`src/rtl/voter_fault_tracker_if.sv`:
```
// Voter-side bundle for the fault tracker: sample flags in, mode/exclusion/event
// counters out. The tracker takes the slave view; whoever drives the voter flags takes the master view.
interface voter_fault_tracker_if #(
  parameter int EVT_W = 16
);
  logic             valid_i;
  logic             err_detected_1_i;
  logic             err_detected_2_i;
  logic             err_detected_3_i;
  logic             err_corrected_i;
  logic             clr_i;
  logic             only_two_o;
  logic [1:0]       excl_o;
  logic [1:0]       state_o;
  logic             fatal_o;
  logic [EVT_W-1:0] err_evt_o;
  logic [EVT_W-1:0] corr_evt_o;

  modport slave (
    input  valid_i, err_detected_1_i, err_detected_2_i, err_detected_3_i,
           err_corrected_i, clr_i,
    output only_two_o, excl_o, state_o, fatal_o, err_evt_o, corr_evt_o
  );

  modport master (
    output valid_i, err_detected_1_i, err_detected_2_i, err_detected_3_i,
           err_corrected_i, clr_i,
    input  only_two_o, excl_o, state_o, fatal_o, err_evt_o, corr_evt_o
  );
endinterface

```
`src/rtl/voter_fault_tracker.sv`:
```
// Tracks consecutive per-replica voter errors and degrades TMR -> DMR -> failed,
// telling the voter which replica to drop. Also keeps saturating error/correction event counts.
module voter_fault_tracker #(
  parameter int THRESHOLD = 4,
  parameter int CNT_W     = 3,
  parameter int EVT_W     = 16
) (
  input  logic                  clk,
  input  logic                  rst,
  voter_fault_tracker_if.slave  bus
);

  typedef enum logic [1:0] {
    TRIPLE = 2'b00,
    DUAL   = 2'b01,
    FAIL   = 2'b10
  } state_e;

  localparam logic [CNT_W-1:0] THR = CNT_W'(THRESHOLD);

  state_e           state_q, state_d;
  logic [1:0]       excl_q, excl_d;
  logic [CNT_W-1:0] cnt_q [3];
  logic [CNT_W-1:0] cnt_d [3];
  logic [2:0]       err;
  logic [2:0]       hits;
  logic             only_two_q, fatal_q;
  logic [EVT_W-1:0] err_evt_q, corr_evt_q;
  logic             sample;

  assign err    = {bus.err_detected_3_i, bus.err_detected_2_i, bus.err_detected_1_i};
  // A clear discards any sample arriving with it, event counters included.
  assign sample = bus.valid_i && !bus.clr_i;

  // Saturating run-length step: count up while the error persists, restart on a clean sample.
  function automatic logic [CNT_W-1:0] bump(input logic [CNT_W-1:0] c, input logic hit);
    if (!hit)     return '0;
    if (c == THR) return THR;
    return c + 1'b1;
  endfunction

  always_comb begin
    // NOTE: every variable gets a default before any branch, so no path leaves one unassigned and no latch is inferred.
    state_d = state_q;
    excl_d  = excl_q;
    cnt_d   = cnt_q;
    hits    = '0;

    if (bus.clr_i) begin
      state_d = TRIPLE;
      excl_d  = 2'd0;
      cnt_d   = '{default: '0};
    end else if (bus.valid_i) begin
      unique case (state_q)
        TRIPLE: begin
          for (int k = 0; k < 3; k++) begin
            cnt_d[k] = bump(cnt_q[k], err[k]);
            hits[k]  = (cnt_d[k] == THR);
          end
          if (hits != 3'b000) begin
            cnt_d = '{default: '0};
            unique case (hits)
              3'b001:  begin state_d = DUAL; excl_d = 2'd1; end
              3'b010:  begin state_d = DUAL; excl_d = 2'd2; end
              3'b100:  begin state_d = DUAL; excl_d = 2'd3; end
              default: begin state_d = FAIL; excl_d = 2'd0; end
            endcase
          end
        end
        DUAL: begin
          // Survivors sit on voter inputs 1 and 2; input 3 carries nothing useful here.
          cnt_d[0] = bump(cnt_q[0], err[0] | err[1]);
          cnt_d[1] = '0;
          cnt_d[2] = '0;
          if (cnt_d[0] == THR) state_d = FAIL;
        end
        FAIL:    ;
        default: state_d = TRIPLE;
      endcase
    end
  end

  always_ff @(posedge clk) begin
    // NOTE: sequential state uses non-blocking assignments only, so every register samples pre-edge values.
    if (rst) begin
      state_q    <= TRIPLE;
      excl_q     <= 2'd0;
      cnt_q      <= '{default: '0};
      only_two_q <= 1'b0;
      fatal_q    <= 1'b0;
      err_evt_q  <= '0;
      corr_evt_q <= '0;
    end else begin
      state_q    <= state_d;
      excl_q     <= excl_d;
      cnt_q      <= cnt_d;
      only_two_q <= (state_d != TRIPLE);
      fatal_q    <= (state_d == FAIL);
      if (sample && (err != 3'b000) && (err_evt_q != '1))
        err_evt_q <= err_evt_q + 1'b1;
      if (sample && bus.err_corrected_i && (corr_evt_q != '1))
        corr_evt_q <= corr_evt_q + 1'b1;
    end
  end

  assign bus.state_o    = state_q;
  assign bus.excl_o     = excl_q;
  assign bus.only_two_o = only_two_q;
  assign bus.fatal_o    = fatal_q;
  assign bus.err_evt_o  = err_evt_q;
  assign bus.corr_evt_o = corr_evt_q;

  a_state_legal: assert property (@(posedge clk) disable iff (rst) state_q != 2'b11);
  a_excl_mode:   assert property (@(posedge clk) disable iff (rst)
                                  (excl_q != 2'd0) |-> (state_q inside {DUAL, FAIL}));

endmodule

```
`src/flat_wrapper.sv`:
```
// flat-port wrapper written by rule: the top's interface ports become plain ports
module voter_fault_tracker_flat 
#(
  parameter int THRESHOLD = 4,
  parameter int CNT_W     = 3,
  parameter int EVT_W     = 16
)
  (clk, rst, bus_valid_i, bus_err_detected_1_i, bus_err_detected_2_i, bus_err_detected_3_i, bus_err_corrected_i, bus_clr_i, bus_only_two_o, bus_excl_o, bus_state_o, bus_fatal_o, bus_err_evt_o, bus_corr_evt_o);
  voter_fault_tracker_if #(.EVT_W(EVT_W)) bus_i ();
  input  logic clk;
  input  logic rst;
  input wire logic [$bits(bus_i.valid_i)-1:0] bus_valid_i;
  input wire logic [$bits(bus_i.err_detected_1_i)-1:0] bus_err_detected_1_i;
  input wire logic [$bits(bus_i.err_detected_2_i)-1:0] bus_err_detected_2_i;
  input wire logic [$bits(bus_i.err_detected_3_i)-1:0] bus_err_detected_3_i;
  input wire logic [$bits(bus_i.err_corrected_i)-1:0] bus_err_corrected_i;
  input wire logic [$bits(bus_i.clr_i)-1:0] bus_clr_i;
  output wire logic [$bits(bus_i.only_two_o)-1:0] bus_only_two_o;
  output wire logic [$bits(bus_i.excl_o)-1:0] bus_excl_o;
  output wire logic [$bits(bus_i.state_o)-1:0] bus_state_o;
  output wire logic [$bits(bus_i.fatal_o)-1:0] bus_fatal_o;
  output wire logic [$bits(bus_i.err_evt_o)-1:0] bus_err_evt_o;
  output wire logic [$bits(bus_i.corr_evt_o)-1:0] bus_corr_evt_o;
  assign bus_i.valid_i = bus_valid_i;
  assign bus_i.err_detected_1_i = bus_err_detected_1_i;
  assign bus_i.err_detected_2_i = bus_err_detected_2_i;
  assign bus_i.err_detected_3_i = bus_err_detected_3_i;
  assign bus_i.err_corrected_i = bus_err_corrected_i;
  assign bus_i.clr_i = bus_clr_i;
  assign bus_only_two_o = bus_i.only_two_o;
  assign bus_excl_o = bus_i.excl_o;
  assign bus_state_o = bus_i.state_o;
  assign bus_fatal_o = bus_i.fatal_o;
  assign bus_err_evt_o = bus_i.err_evt_o;
  assign bus_corr_evt_o = bus_i.corr_evt_o;
  voter_fault_tracker #(.THRESHOLD(THRESHOLD), .CNT_W(CNT_W), .EVT_W(EVT_W)) u_core (.clk(clk), .rst(rst), .bus(bus_i));
endmodule
```
`config.mk`:
```
export PLATFORM = sky130hd
export DESIGN_NAME = voter_fault_tracker_flat
export DESIGN_NICKNAME = d
export VERILOG_FILES = /design/src/rtl/voter_fault_tracker_if.sv /design/src/rtl/voter_fault_tracker.sv /design/src/flat_wrapper.sv
export SDC_FILE = /design/constraint.sdc
export NUM_CORES = 1
export LEC_CHECK = 0
export ABC_AREA = 1
export CELL_PAD_IN_SITES_DETAIL_PLACEMENT = 0
export CELL_PAD_IN_SITES_GLOBAL_PLACEMENT = 2
export CORE_ASPECT_RATIO = 1.75
export CORE_MARGIN = 4
export CORE_UTILIZATION = 32
export CTS_CLUSTER_SIZE = 16
export DETAILED_ROUTE_END_ITERATION = 10
export PLACE_DENSITY = 0.91
export REMOVE_ABC_BUFFERS = 1
export SLEW_MARGIN = 0
export SYNTH_ARGS = -nofsm -noshare
export SYNTH_HDL_FRONTEND = slang
export SYNTH_SLANG_ARGS = --single-unit
```
`constraint.sdc`:
```
create_clock -name clk -period 2.5 [get_ports clk]
set_input_delay 0.25 -clock clk [delete_from_list [all_inputs] [get_ports clk]]
set_output_delay 0.25 -clock clk [all_outputs]
set_load 0.005 [all_outputs]
```
==> results.toml <==
# physical design summary
[status]
outcome = "finished, final reports clean"

[floorplanning]
core_um2 = 8260
chipHeight_um = 129
dieWidth_um = 77.3
fp_util = 0.326
num_rows = 44
die_area_um2 = 9990

[finish]
n_antenna_cell = 0
fill_cells = 883
seq_area_um2 = 941
comb_area_um2 = 1510
layout.nets = 451

[routing]
drtPass1Iterations = 4
routed_via_density = 4.88
dr_total_vias = 2578
wirelength_um = 6860
ant_nets = 0

[synth]
adder_share = 0.0372
yosysWarnings = 0
synthTopCellsByArea = "dfxtp_1, nand2_1, a21oi_1, inv_1, nor2_1"
yosysChipArea_um2 = 2690
synthCells = 383
synthAoiAreaFrac = 0.137
top_area_frac = 0.350
synth-simple-area-share = 0.360
synth_top_cell_by_area = "dfxtp_1"
ys_types = 35
syn_area_um2 = 2690
ys.flops = 47
ys_seq_frac = 0.350

[sta]
setup_tns_ns = 0
finalCriticalPeriod_ns = 1.87
setup_viol = 0
clock_skew_ns = 0.00519
worstMarginPinSlew_ns = 0.534
slew_violations = 0
setup_slack_ns = 0.631

[cts]
cts.sinks = 47
cts_tree = "yes"
cts_resized = 0
clk_latency_ns = 0.29
cts_hold_buf = 0
ctsHtreeMaxLevel = 2
clk_pin_slew_worst_paths_ns = 0.06
cts_buffers = 5
cts_buffer_depth = 2
postCtsSetupRepairBufs = 0

[power_and_ir_drop]
vdd_ir_drop_max_mv = 0.270
p_per_area_nw_per_um2 = 489

[worst_setup_path]
critPathSlowestCell = "dfxtp_1"
crit_path_cell_trace = "inv_1 -> ha_1 -> o21ai_2 -> nand3_2 -> nand2_4 -> nand3_1 -> nand4_1 -> nand3_1 -> nand2_1 -> nand2_1"
cp.required_ns = 2.69
crit_path_end_kind = "register"

[global_route]
grt_overflow = 0
met3_usage = 0.0306
grt_util_met2 = 0.283
antenna_found_initial = 0

[place]
numPortBuffers = 45
place_hpwl_um = 5480
pre_cts_ws_ns = 0.518

[job]
tool_warnings = 28
stage by stage:
step | utilization | instances | cell area, µm² | hold slack, ns
after floorplan | - | 380 | 2680 | 0.319
after global placement | 0.395 | 520 | 3270 | 0.475
after detailed placement | 0.395 | 520 | 3270 | 0.480
after CTS | 0.417 | 528 | 3440 | 0.490
after global routing | 0.417 | 528 | 3440 | 0.514
final | 0.417 | 528 | 3440 | 0.483
flip-flops by register name, indices dropped and copies added (netlist names):
name,count
u_core.bus.corr_evt_o,16
u_core.cnt_q,9
u_core.bus.state_o,2
u_core.bus.excl_o,2
u_core.bus.only_two_o,1
u_core.bus.err_evt_o,16
u_core.bus.fatal_o,1
layer usage:
metal	vias to the layer above	wire, µm
met2	35	3810
met3	7	238
met4	0	102
li1	1365	-
met1	1171	2710
met5	-	0
critical path: cells and delay by family (launching register included):
family / cells / cell delay (ns)
simple gates: 7 / 0.77
buf+inv: 1 / 0.09
compound gates: 1 / 0.20
flops: 1 / 0.37
fa+ha+maj: 1 / 0.33
cell usage in the layout, fill, tap and decap left out, drive strengths merged, types with 2 or more instances in the layout:
| master | instances |
|---|---|
| o21ai | 22 |
| clkdlybuf4s50 | 45 |
| inv | 59 |
| nand3 | 24 |
| nor2 | 43 |
| clkinv | 2 |
| buf | 3 |
| xor2 | 4 |
| nand4 | 14 |
| ha | 8 |
| dfxtp | 47 |
| clkbuf | 6 |
| nor3 | 18 |
| a21oi | 39 |
| nand2 | 89 |
| a31oi | 3 |
| xnor2 | 4 |
final cells by class:
type | instances | area share
Sequential cell | 47 | 0.274
Timing Repair Buffer | 48 | 0.138
Multi-Input combinational cell | 273 | 0.438
Clock inverter | 2 | 0.0102
Clock buffer | 6 | 0.0404
Tap cell | 92 | 0.0335
Inverter | 60 | 0.0669
power breakdown:
| part | leakage (µW) | internal [µW] | switching [µW] | total [µW] |
|---|---|---|---|---|
| clock network | 0.0000868 | 497 | 291 | 789 |
| logic | 0.000834 | 49.9 | 74.2 | 124 |
| registers | 0.000380 | 758 | 10.3 | 768 |
path summary, 6_finish.rpt:
kind                   startpoint                     to  slack, ns  cells past startpoint
hold / removal    u_core.cnt_q[0]        u_core.cnt_q[0]       0.48                      2
setup reg to reg  u_core.cnt_q[6]  u_core.bus.only_two_o       0.63                     10
hold reg to reg   u_core.cnt_q[0]        u_core.cnt_q[0]       0.48                      2
setup / recovery  u_core.cnt_q[6]  u_core.bus.only_two_o       0.63                     10
cells by family after synthesis:
| group | Yosys count |
|---|---|
| and+or+nand+nor | 190 |
| AOI/OAI and AO/OA | 67 |
| buffers and inverters | 63 |
| DFF | 47 |
| xor gates and xnor gates | 8 |
| adders and majority gates | 8 |
Met3 routing:
The bar under the picture is 20 µm long.
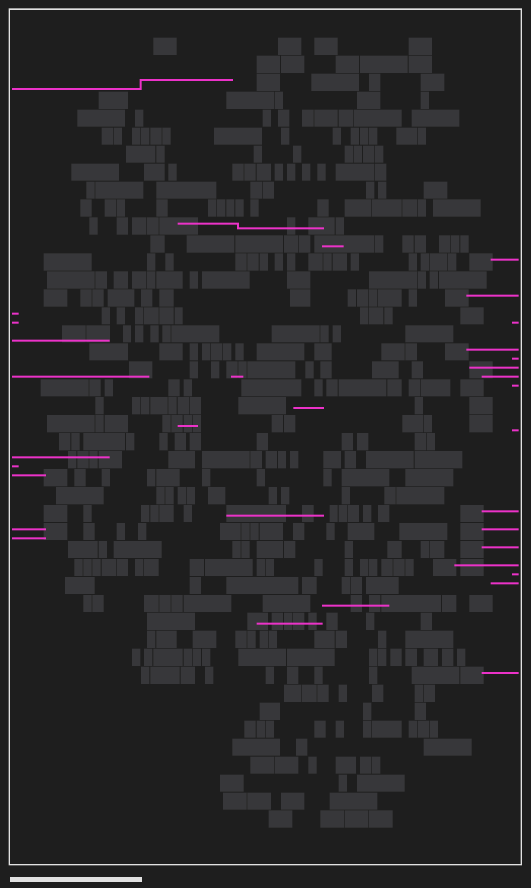
main direction	horizontal
share of all routed wire	3.5%
longest straight run	20.5 µm
wire length on this layer	238 µm
nets with wire on the layer	29

Routing congestion:
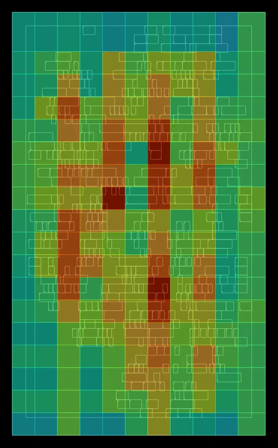
Global Route Usage Sum: 0.148
M1 GR Usage: 0.158
WL per Instance: 13.0 µm

Signal wires on met2:
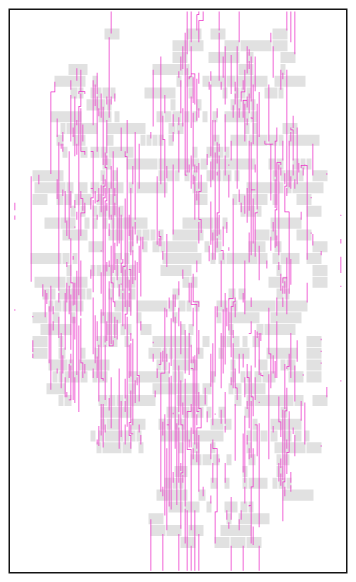
main direction	vertical
longest straight run	43.3 µm
nets with wire on the layer	355

Clock network drawn from the DEF:
The bar under the picture is 20 µm long.
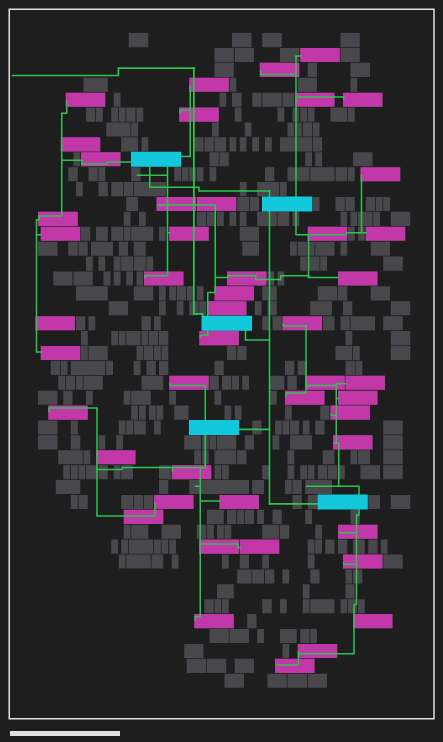
[clock drivers] cyan | count: 5
[flip-flops] magenta | count: 47
[clock wires] green | length: 723 µm
routed clock nets	6
flops lie	spread over the die

Power figures rest on the tool's default switching activity, not on a simulated workload.
